$ cat config.mk
export PLATFORM = sky130hd
export DESIGN_NAME = bgsub_controller
export DESIGN_NICKNAME = d
export VERILOG_FILES = /design/src/rtl/bgsub_controller.sv
export SDC_FILE = /design/constraint.sdc
export NUM_CORES = 1
export LEC_CHECK = 0
export ABC_AREA = 1
export CAP_MARGIN = 20
export CORE_MARGIN = 2
export CORE_UTILIZATION = 41
export DETAILED_ROUTE_END_ITERATION = 12
export PLACE_DENSITY = 0.65
export SETUP_SLACK_MARGIN = 0.3
export SYNTH_ARGS = -nofsm -noshare
export SYNTH_HDL_FRONTEND = slang
export SYNTH_SLANG_ARGS = --single-unit
$ cat constraint.sdc
create_clock -name pclk -period 5.1 [get_ports pclk]
set_clock_uncertainty 0.2 [all_clocks]
set_input_delay 0.51 -clock pclk [delete_from_list [all_inputs] [get_ports pclk]]
set_output_delay 0.51 -clock pclk [all_outputs]
set_load 0.03 [all_outputs]
$ cat src/rtl/bgsub_controller.sv
// Frame sequencer for background subtraction: captures a reference frame, then streams RUN frames.
// Optional periodic reference recapture is enabled by defining BGSUB_REF_REFRESH_EN.
module bgsub_controller #(
   parameter int H_PIXELS       = 160,
   parameter int V_LINES        = 120,
   parameter int ADDR_W         = 15,
   parameter int REFRESH_FRAMES = 64
) (
   input  logic              pclk,
   input  logic              reset,
   input  logic              start,
   input  logic              stop,
   input  logic              vsync,
   input  logic              href,
   output logic [ADDR_W-1:0] pix_addr,
   output logic              ref_we,
   output logic              acc_en,
   output logic              acc_clr,
   output logic              frame_done,
   output logic              short_frame,
   output logic              busy,
   output logic [7:0]        frame_cnt
);

   typedef enum logic [2:0] {
      IDLE        = 3'd0,
      ARM_REF     = 3'd1,
      CAPTURE_REF = 3'd2,
      ARM_RUN     = 3'd3,
      RUN         = 3'd4
   } state_t;

   localparam logic [ADDR_W-1:0] LAST = ADDR_W'(H_PIXELS * V_LINES - 1);

`ifdef BGSUB_REF_REFRESH_EN
   localparam bit REFRESH_ON = 1'b1;
`else
   localparam bit REFRESH_ON = 1'b0;
`endif

   state_t            state_q;
   logic [ADDR_W-1:0] cnt_q;
   logic              vsync_q;
   logic              stop_q;
   logic              done_q;

   logic       vs_rise;
   logic       last;
   logic       stop_pend;
   logic [7:0] frame_nxt;
   logic       refresh_hit;

   always_comb begin
      vs_rise     = vsync & ~vsync_q;
      last        = (cnt_q == LAST);
      stop_pend   = stop_q | stop;
      frame_nxt   = frame_cnt + 8'd1;
      refresh_hit = REFRESH_ON && ((int'(frame_nxt) % REFRESH_FRAMES) == 0);
   end

   always_ff @(posedge pclk) begin
      if (!reset) begin
         state_q     <= IDLE;
         cnt_q       <= '0;
         vsync_q     <= 1'b0;
         stop_q      <= 1'b0;
         done_q      <= 1'b0;
         pix_addr    <= '0;
         ref_we      <= 1'b0;
         acc_en      <= 1'b0;
         acc_clr     <= 1'b0;
         frame_done  <= 1'b0;
         short_frame <= 1'b0;
         busy        <= 1'b0;
         frame_cnt   <= 8'd0;
      end else begin
         vsync_q     <= vsync;
         ref_we      <= 1'b0;
         acc_en      <= 1'b0;
         acc_clr     <= 1'b0;
         short_frame <= 1'b0;
         // completion is reported one cycle after the last pixel's enable
         frame_done  <= done_q;
         done_q      <= 1'b0;
         if (done_q)
            frame_cnt <= frame_nxt;

         unique case (state_q)
            IDLE: begin
               stop_q <= 1'b0;
               if (start) begin
                  state_q <= ARM_REF;
                  busy    <= 1'b1;
               end
            end
            ARM_REF: begin
               if (stop) begin
                  state_q <= IDLE;
                  busy    <= 1'b0;
               end else if (vs_rise) begin
                  state_q <= CAPTURE_REF;
                  cnt_q   <= '0;
               end
            end
            CAPTURE_REF: begin
               if (stop)
                  stop_q <= 1'b1;
               if (href && last) begin
                  pix_addr <= cnt_q;
                  ref_we   <= 1'b1;
                  cnt_q    <= '0;
                  stop_q   <= 1'b0;
                  if (stop_pend) begin
                     state_q <= IDLE;
                     busy    <= 1'b0;
                  end else begin
                     state_q <= ARM_RUN;
                  end
               end else if (vs_rise) begin
                  short_frame <= 1'b1;
                  cnt_q       <= '0;
               end else if (href) begin
                  pix_addr <= cnt_q;
                  ref_we   <= 1'b1;
                  cnt_q    <= cnt_q + ADDR_W'(1);
               end
            end
            ARM_RUN: begin
               if (stop) begin
                  state_q <= IDLE;
                  busy    <= 1'b0;
               end else if (vs_rise) begin
                  state_q <= RUN;
                  cnt_q   <= '0;
                  acc_clr <= 1'b1;
               end
            end
            RUN: begin
               if (stop)
                  stop_q <= 1'b1;
               if (href && last) begin
                  pix_addr <= cnt_q;
                  acc_en   <= 1'b1;
                  done_q   <= 1'b1;
                  cnt_q    <= '0;
                  stop_q   <= 1'b0;
                  if (stop_pend) begin
                     state_q <= IDLE;
                     busy    <= 1'b0;
                  end else if (refresh_hit) begin
                     state_q <= ARM_REF;
                  end else begin
                     state_q <= ARM_RUN;
                  end
               end else if (vs_rise) begin
                  short_frame <= 1'b1;
                  acc_clr     <= 1'b1;
                  cnt_q       <= '0;
               end else if (href) begin
                  pix_addr <= cnt_q;
                  acc_en   <= 1'b1;
                  cnt_q    <= cnt_q + ADDR_W'(1);
               end
            end
            default: begin
               state_q <= IDLE;
               busy    <= 1'b0;
            end
         endcase
      end
   end

endmodule

==> flow_metrics.tcl, run 1 <==
# collected from the flow reports
set metrics [dict create \
    final-nonclk-buf-share_pct 12.4 \
    holdCritPathClass "reg -> reg" \
    sh_comb_area_pct 43.4 \
    syn_avg_cell_area_sq_um 7.49 \
    num-multi-input-gates 241 \
    seq_cell_count 50 \
    status "completed" \
    dp_hpwl_mm 3.67 \
    htree_levels 2 \
    gp_congestion 0.893 \
    syn-num-nets 339 \
    die_area_sq_mm 0.00668 \
    fmax_ghz 0.428 \
    ys_seq_share_pct 40.4 \
    crit_path_max_incr_delay_ns 0.49 \
    ys_sh_mux_pct 0 \
    p_leak_uw 0.00110 \
    reg2reg_depth 9 \
    clockBufferDepth 2 \
    warnings 26 \
    dp_cells 429 \
    grt_pass1_wl_mm 8.85 \
    antenna_found_initial 0 \
    crit_path_frequent_cell "nand2_1" \
    hold_path_end "pix_addr[14]$_SDFFE_PN0P_" \
    period_used_pct 45.8 \
    globalRouteOverflowTotal 0 \
    sh_seq_area_pct 33.6 \
    whs_path_depth 2 \
    yosysWarnings 0 \
    ir_drop_uv 183 \
    tap_cells 75 \
    min_period_ns 2.34 \
    n_antenna_cell 0 \
    use_met2_pct 26.0 \
    max_slew_margin_pct 61.1 \
    p_per_area_mw_per_mm2 303 \
    route.detailed.drc 0 \
    seqCellArea_sq_mm 0.00100 \
    drt-pass1-iter-count 5 \
    crit_fanout 11 \
    port-buffer-count 34 \
]
run 1: worst register-to-register path: stages, from the launching register on:
cell	delay (ns)
dfxtp_1	0.40
inv_1	0.10
nand3_2	0.13
nand2_4	0.22
nand2_4	0.16
nand2_1	0.07
nor2_2	0.36
nand2_1	0.22
nand3_1	0.13
nor2_1	0.05
run 1: layer usage:
metal	share of wire [%]	wire length, microns
met3	5.4	273
met5	0	0
met2	43	2190
met1	50	2510
met4	1.3	65
run 1: registers in the layout, indices dropped and copies added (netlist names), 3 cells and up:
register	flops
frame_cnt	8
cnt_q	15
pix_addr	15
state_q	3
run 1: report_power, final:
part | switching (uW) | internal [uW]
clock network | 122 | 157
registers | 9.49 | 404
logic | 150 | 61.3
total | 281 | 622
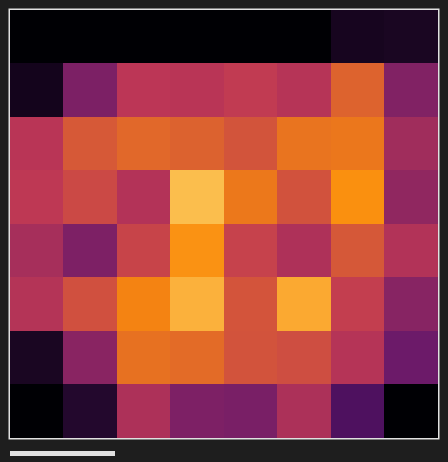
(run_1/density.png)
The bar under the picture is 20 microns long. 8 x 8 tiles, from black (low) to pale yellow (high), 0 to 100% covered.
tiles over 75% full: 7.8%
densest ninth of the die: center
fullest tile: 86%
nearly empty tiles: 13%
emptiest ninth of the die: upper left
Initial Utilization: 42.1%
Final Util: 50.6%
CORE AREA: 0.00589 sq mm

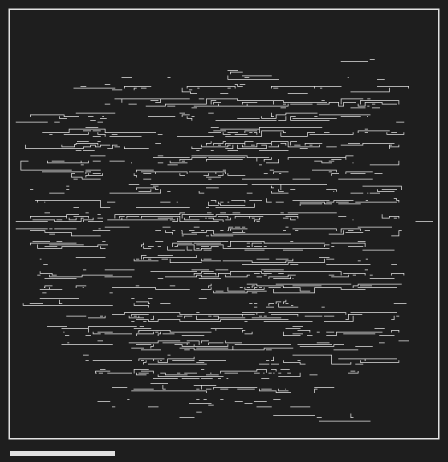
(run_1/met1.png)
The bar under the picture is 20 microns long.
share of all routed wire: 50%
main direction: horizontal
total wire length: 5.04 mm
met1 Resource Use GR: 23.2%
routed via count: 2150

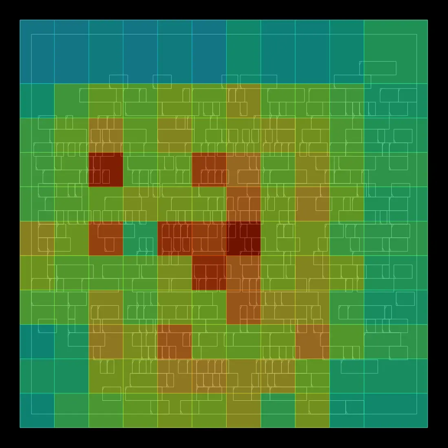
(run_1/final_congestion.png)
GRT met3 Usage: 3.52%
GRT Overall Usage: 16.9%
DR WL/cell: 11.5 microns

==> run_1/wire_density.png <==
The bar under the picture is 20 microns long. 16 x 16 tiles, from black (low) to pale yellow (high), scaled to the fullest tile. Values are wire area over tile area, all layers added.
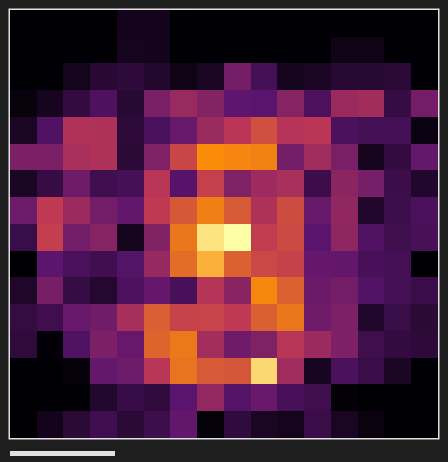

## Run 2: what changed since run 1
PLACE_DENSITY = 0.67   (was 0.65)
clock period = 2.04 ns   (was 5.1 ns; I/O delays follow)
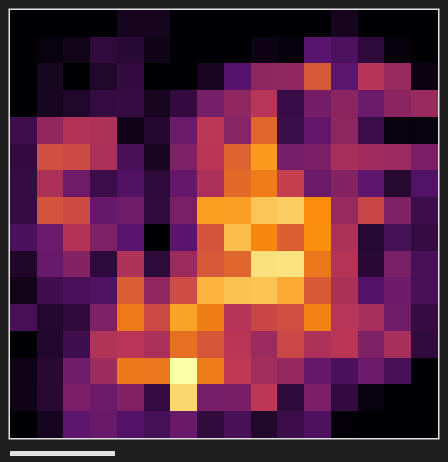
(run_2/wire_density.png)
The bar under the picture is 20 microns long. 16 x 16 tiles, from black (low) to pale yellow (high), scaled to the fullest tile. Values are wire area over tile area, all layers added.
fullest tile: 0.42
densest ninth of the die: center
emptiest ninth of the die: upper left
DR WL/cell: 11.8 microns
routed via count: 2203
GRT Overall Usage: 17.5%

==> run 2 against run 1 <==
First-iteration DRC count grew 56%. Clock power rose by 110%. Cell count rose by 4.8%. Non-clock buffer count is 20 higher. Critical endpoint is now ref_we. Largest cell class unchanged.
==> flow_metrics.tcl, run 2 <==
# collected from the flow reports
set metrics [dict create \
    fin_ws_ns 0.347 \
    busiest_layer "met2" \
    drt-pass1-iter-count 4 \
    ir_drop_uv 461 \
    route.detailed.drc 0 \
    initCoreUtil_pct 42.1 \
    reg_top3 "cnt_q (15), pix_addr (15), frame_cnt (8)" \
    whs_path_depth 2 \
    seqCellArea_sq_mm 0.00102 \
    dp_cells 444 \
    pg_clk_uw 590 \
    synthTopLogicFamily "simple AND/OR/NAND/NOR gates" \
    crit_family "buffers and inverters" \
    grt_max_degree 20 \
    pwr-share-comb_pct 29.1 \
    fin_total_pwr_uw 2290 \
    final_area_sq_mm 0.00321 \
    syn_avg_cell_area_sq_um 7.49 \
    internal-power_uw 1500 \
    routed-wl-met3_microns 231 \
    reg2reg_depth 9 \
    maxPowerGroup "sequential cells" \
    gp_congestion 0.873 \
    final.setup.tns_ns 0 \
    fillers 565 \
    core_area_sq_mm 0.00589 \
    port-buffer-count 34 \
    seq_cell_power_uw 1040 \
    ys_seq_share_pct 40.4 \
    top_layer "met4" \
    holdCritPathClass "reg -> reg" \
    ant_nets 0 \
    warnings 27 \
    p_sw_uw 793 \
    p_sw_share_pct 34.6 \
    cp_slowest_cell "clkdlybuf4s50_1" \
    clockBufferDepth 2 \
    fp-row-count 28 \
    p_seq_share_pct 45.1 \
    synthArstFlopShare_pct 0 \
    antenna_found_initial 0 \
    top_cells_by_area "dfxtp_1 40%, nand2_1 12%, nor2_1 6.4%, a21oi_1 5.7%, nand3_1 5.5%" \
    use_met2_pct 27.8 \
    max_slew_margin_pct 78.4 \
    synth-main-ff-cell "dfxtp_1" \
    final-comb-area_sq_mm 0.00136 \
    hold_path_end "pix_addr[14]$_SDFFE_PN0P_" \
    grt_pass1_wl_mm 9.15 \
    pg_comb_uw 668 \
    reg2reg_slack_ns 0.38 \
    finalHoldViolCount 0 \
    globalRouteOverflowTotal 0 \
    p_per_area_mw_per_mm2 713 \
    critPathCapture "ref_we" \
    areaGrowthSynthToFinish_pct 29.7 \
    ys_sh_mux_pct 0 \
    met1_length_mm 2.68 \
    critPathRequiredTime_ns 1.64 \
    use_met3_pct 3.19 \
    syn_area_sq_mm 0.00248 \
    syn_inst 331 \
    wl_met2_mm 2.39 \
    wirelength_mm 5.41 \
    clk_pin_slew_worst_paths_ns 0.10 \
    period_used_pct 83.0 \
    yosysWarnings 0 \
    chipWidth_microns 81.8 \
    die_area_sq_mm 0.00668 \
    synth_adder_area_share_pct 1.01 \
    final_util_pct 54.6 \
    cp-end-kind "output port" \
    final_nets 390 \
    min_period_ns 1.69 \
    status "completed" \
    grtUsageMet1_pct 23.6 \
    xor_share_pct 2.83 \
    setup-violations-final 0 \
    syn-num-nets 339 \
    fmax_ghz 0.591 \
    htree_levels 2 \
    dp_hpwl_mm 3.98 \
    p_clk_share_pct 25.7 \
    fin_cells 458 \
    p_leak_uw 0.00154 \
    ys_cells 331 \
    crit_path_max_incr_delay_ns 0.66 \
    n_antenna_cell 0 \
    crit_fanout 1 \
    yosys.area.top_type "dfxtp_1" \
]
run 2: netlist changes by cell type in the layout (fill, tap and decap cells not counted), sizes merged:
cell           before  now
clkdlybuf4s50      34    9
dlygate4sd2         0    9
bufinv              1    0
clkinvlp            0    1
dlymetal6s2s        0   16
buf                 1   21
clkbuf              6    5
clkinv              0    2
run 2: layout make-up:
cell class / count / share of cell area, %
Multi-Input combinational cell: 241 / 42.4
Sequential cell: 50 / 31.6
Timing Repair Buffer: 55 / 16.9
Clock buffer: 5 / 2.14
Inverter: 29 / 3.39
Clock inverter: 3 / 0.662
Tap cell: 75 / 2.92
run 2: cells by family after synthesis:
family / after synthesis
and+or+nand+nor: 189
DFF: 50
AOI/OAI and AO/OA: 42
buffers and inverters: 40
xor gates and xnor gates: 8
adders and majority gates: 2
No activity file was given, so power comes from the tool's default toggle rates.
